==> src/rtl/seq_addsub64.sv <==
// Multi-cycle 64-bit add/subtract, one CHUNK-bit slice per clock.
// Produces result plus carry, overflow, zero and sign flags.
module seq_addsub64 #(
  parameter int CHUNK = 16
) (
  input  logic        clk,
  input  logic        rst,
  input  logic        start,
  input  logic        op,
  input  logic [63:0] a,
  input  logic [63:0] b,
  output logic        busy,
  output logic        done,
  output logic [63:0] result,
  output logic        carry_out,
  output logic        overflow,
  output logic        zero,
  output logic        sign
);

  localparam int NCHUNK = 64 / CHUNK;
  localparam int CW = (NCHUNK > 1) ? $clog2(NCHUNK) : 1;
  localparam logic [CW-1:0] LAST = CW'(NCHUNK - 1);

  typedef enum logic {IDLE, RUN} state_t;

  state_t      state;
  logic [63:0] op_a;
  logic [63:0] op_b;
  logic        carry;
  logic [CW-1:0] cnt;

  logic [CHUNK-1:0] ca;
  logic [CHUNK-1:0] cb;
  logic [CHUNK:0]   sum;
  logic [CHUNK-1:0] low;
  logic             c63;
  logic [63:0]      full;

  // Operands shift right so the active slice is always the low CHUNK bits.
  always_comb begin
    ca   = op_a[CHUNK-1:0];
    cb   = op_b[CHUNK-1:0];
    sum  = {1'b0, ca} + {1'b0, cb} + {{CHUNK{1'b0}}, carry};
    low  = {1'b0, ca[CHUNK-2:0]} + {1'b0, cb[CHUNK-2:0]}
         + {{(CHUNK-1){1'b0}}, carry};
    c63  = low[CHUNK-1];
    full = result;
    full[int'(cnt)*CHUNK +: CHUNK] = sum[CHUNK-1:0];
  end

  always_ff @(posedge clk) begin
    if (rst) begin
      state     <= IDLE;
      op_a      <= '0;
      op_b      <= '0;
      carry     <= 1'b0;
      cnt       <= '0;
      busy      <= 1'b0;
      done      <= 1'b0;
      result    <= '0;
      carry_out <= 1'b0;
      overflow  <= 1'b0;
      zero      <= 1'b0;
      sign      <= 1'b0;
    end else begin
      done <= 1'b0;
      unique case (state)
        IDLE: begin
          if (start) begin
            op_a  <= a;
            op_b  <= op ? ~b : b;
            carry <= op;
            cnt   <= '0;
            busy  <= 1'b1;
            state <= RUN;
          end
        end
        RUN: begin
          result <= full;
          carry  <= sum[CHUNK];
          op_a   <= op_a >> CHUNK;
          op_b   <= op_b >> CHUNK;
          cnt    <= cnt + CW'(1);
          if (cnt == LAST) begin
            carry_out <= sum[CHUNK];
            overflow  <= c63 ^ sum[CHUNK];
            zero      <= (full == 64'd0);
            sign      <= full[63];
            done      <= 1'b1;
            busy      <= 1'b0;
            state     <= IDLE;
          end
        end
        default: state <= IDLE;
      endcase
    end
  end

endmodule

==> config.mk <==
export PLATFORM = sky130hd
export DESIGN_NAME = seq_addsub64
export DESIGN_NICKNAME = d
export VERILOG_FILES = /design/src/rtl/seq_addsub64.sv
export SDC_FILE = /design/constraint.sdc
export NUM_CORES = 1
export LEC_CHECK = 0
export CAP_MARGIN = 40
export CORE_MARGIN = 5
export CORE_UTILIZATION = 35
export CTS_BUF_LIST = sky130_fd_sc_hd__clkbuf_8
export DETAILED_ROUTE_END_ITERATION = 16
export PLACE_DENSITY = 0.59
export SYNTH_ARGS = -nofsm -noshare
export SYNTH_HDL_FRONTEND = slang
export SYNTH_SLANG_ARGS = --single-unit
export TNS_END_PERCENT = 50
==> constraint.sdc <==
create_clock -name clk -period 6.7 [get_ports clk]
set_clock_uncertainty 0.2 [all_clocks]
set_input_delay 1.34 -clock clk [delete_from_list [all_inputs] [get_ports clk]]
set_output_delay 1.34 -clock clk [all_outputs]
set_load 0.005 [all_outputs]
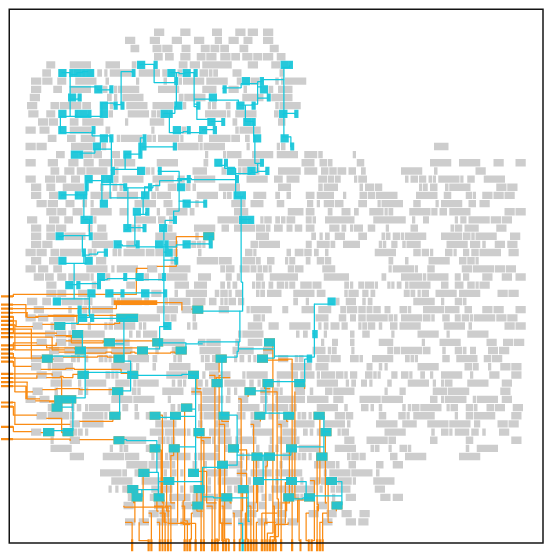
**Above:** nets reached from selected ports.
Scale: 3 px per um.
[orange] a | direction: input | end cells: 64 | wire: 2300 um
[cyan] start | direction: input | end cells: 198 | wire: 1540 um
io pins: 202
IO Port Bufs: 201

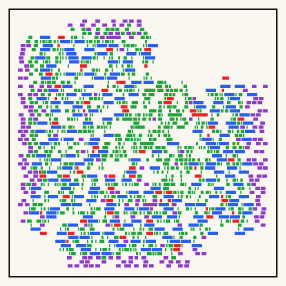
**Above:** placement by cell class.
Scale: 1.5 px per um.
[purple] remaining buffers and delay cells | cells: 214
[blue] registers | cells: 202
[green] remaining logic cells | cells: 883
[red] clock drivers and dummy loads | cells: 66
cell area after layout: 12800 sq um
Rows: 61
core area: 27700 sq um
post-layout util: 46.2%
sequential cell area share: 31.6%

## power by group through the flow
| stage | Sequential (mW) | Clock (mW) | Combinational [mW] |
|---|---|---|---|
| finish | 1.31 | 1.16 | 0.522 |
| global route | 1.32 | 1.26 | 0.577 |
| CTS | 1.31 | 1.20 | 0.523 |
| detailed placement | 1.34 | 0 | 0.521 |
| global placement | 1.34 | 0 | 0.510 |
| floorplan | 1.31 | 0 | 0.336 |
## sequential cells by signal (all words and copies together), names as in the netlist
signal and flops:
cnt 2, state 1, sign 1, op_b 64, carry 1, busy 1, overflow 1, carry_out 1
result 64, op_a 64, zero 1, done 1
## cell type report
class / instances / area (sq um) / share of cell area, %
Clock inverter: 21 / 128 / 0.996
Timing Repair Buffer: 214 / 2150 / 16.8
Clock buffer: 45 / 619 / 4.83
Sequential cell: 202 / 4050 / 31.6
Inverter: 8 / 30.0 / 0.234
Multi-Input combinational cell: 875 / 5370 / 41.9
Tap cell: 378 / 473 / 3.69
## through the flow
stage	area (sq um)	hold WS [ns]	setup WS, ns	total power, mW	util, %
after global placement	12000	0.267	2.94	1.85	43.3
final	12800	0.285	3.04	2.99	46.2
after global routing	12800	0.304	2.88	3.15	46.2
after CTS	12800	0.287	3.05	3.03	46.2
after floorplan	9810	0.249	3.32	1.65	-
after detailed placement	12100	0.274	2.94	1.86	43.6
## per-layer routing
layer	vias up	track usage [%]
li1	4463	-
met1	3943	25.2
met2	298	26.7
met3	63	4.75
met4	2	6.51
met5	-	0
## kinds of logic (layout without fill, tap and decap cells)
logic type	Yosys count	in the layout	share of synthesized area, %
AND-OR/OR-AND	302	302	20.6
XOR/XNOR	75	75	6.77
adder cells (fa/ha/maj)	23	23	3.09
buffers and inverters	103	288	4.06
flip-flops	202	202	41.2
multiplexers	65	65	6.63
AND/OR/NAND/NOR	410	410	17.7
==> flow_summary.toml <==
# synthesis and place-and-route metrics
[run_status]
status = "finished clean"

[clock_network]
clock_path_buffers = 3
cts_tree = "built"
cts.htree.levels = 2
cts_setup_buffers = 0
cts-hold-fix-buffers = 0
clkLatencyLatePin_ns = 0.52
cts-buffers-inserted = 37

[final_layout]
fin_nets = 1493
fill_cells = 2757
final_cells = 1743
area_growth_pct = 30.6
layout-drive-gt1-share_pct = 5.93
mostFrequentLayoutCells = "nor2_1 (313), dfxtp_1 (201), clkdlybuf4s50_1 (198)"
lay_top_count = "nor2_1"
antennaDiodeCount = 0

[pwr]
pwr-share-comb_pct = 17.5
power_switching_mw = 0.843
ir_drop_v = 0.000116
swShare_pct = 28.2
cellLeakagePower_nw = 4.97
p_per_area_nw_per_um2 = 234
p_clk_share_pct = 38.7
internal-power_mw = 2.15

[global_routing]
grt_pass1_wl_um = 45700
grt_pass1_vias = 8286

[placement]
hpwl_um = 20400
place_inst = 1677
gp_congestion = 0.881

[route]
wire_per_inst_um = 16.6
vias = 8769
first_iter_violations = 650
ant_nets = 0
top_layer = "met5"
wl_met2_um = 12400
post-route-drc-count = 0
wl_met1_um = 13200
first_pass_iters = 5
dr_wl_met3_um = 2280

[critical_path]
path_depth = 10
start_kind = "register"
critical_path_class = "reg -> reg"
critical-path-top-delay-family = "AND-OR/OR-AND gates"
arrival_ns = 3.92
r2r_slack_ns = 3.04
cp_num_buf_inv = 0
cp.required_ns = 6.95
endpoint = "zero"
rr_endpoint = "zero"
ff2ff_path_depth = 10

[synthesis]
synth-edff-count = 0
yosysTopAreaCell = "dfxtp_1"
yosysMostFrequentCell = "nor2_1"
synth-async-reset-ratio_pct = 0
ys_types = 62
postSynthCellCount = 1180
area_leaders = "dfxtp_1 (41%), nor2_1 (12%), mux2i_1 (6.6%)"
ys_area_sq_um = 9810
synth.ff_latch_count = 202
synth_stat.cells = 1180
mappedNetlistArea_sq_um = 9810
yosysWarningCount = 0
syn_area_per_cell_sq_um = 8.31
synthesis.nets = 1335
ys.flop_type = "dfxtp_1"

[min_path]
worstHoldPathCells = 2
min_to = "op_a[44]"
hp-start = "op_a[60]"
min_path_type = "reg -> reg"

[final_timing]
finalHoldViolations = 0
slew_violations = 0
worst_pin_slew_ns = 0.906
rsz0062_at_grt = "false"
fmax_mhz = 273
fin_crit_sh_pct = 54.7

[floorplan]
die_w_um = 177
die-height_um = 177
fp_util_pct = 35.4
chipArea_sq_um = 31500

[flow_run]
drv_cap = 0
No activity file was given, so power comes from the tool's default toggle rates.
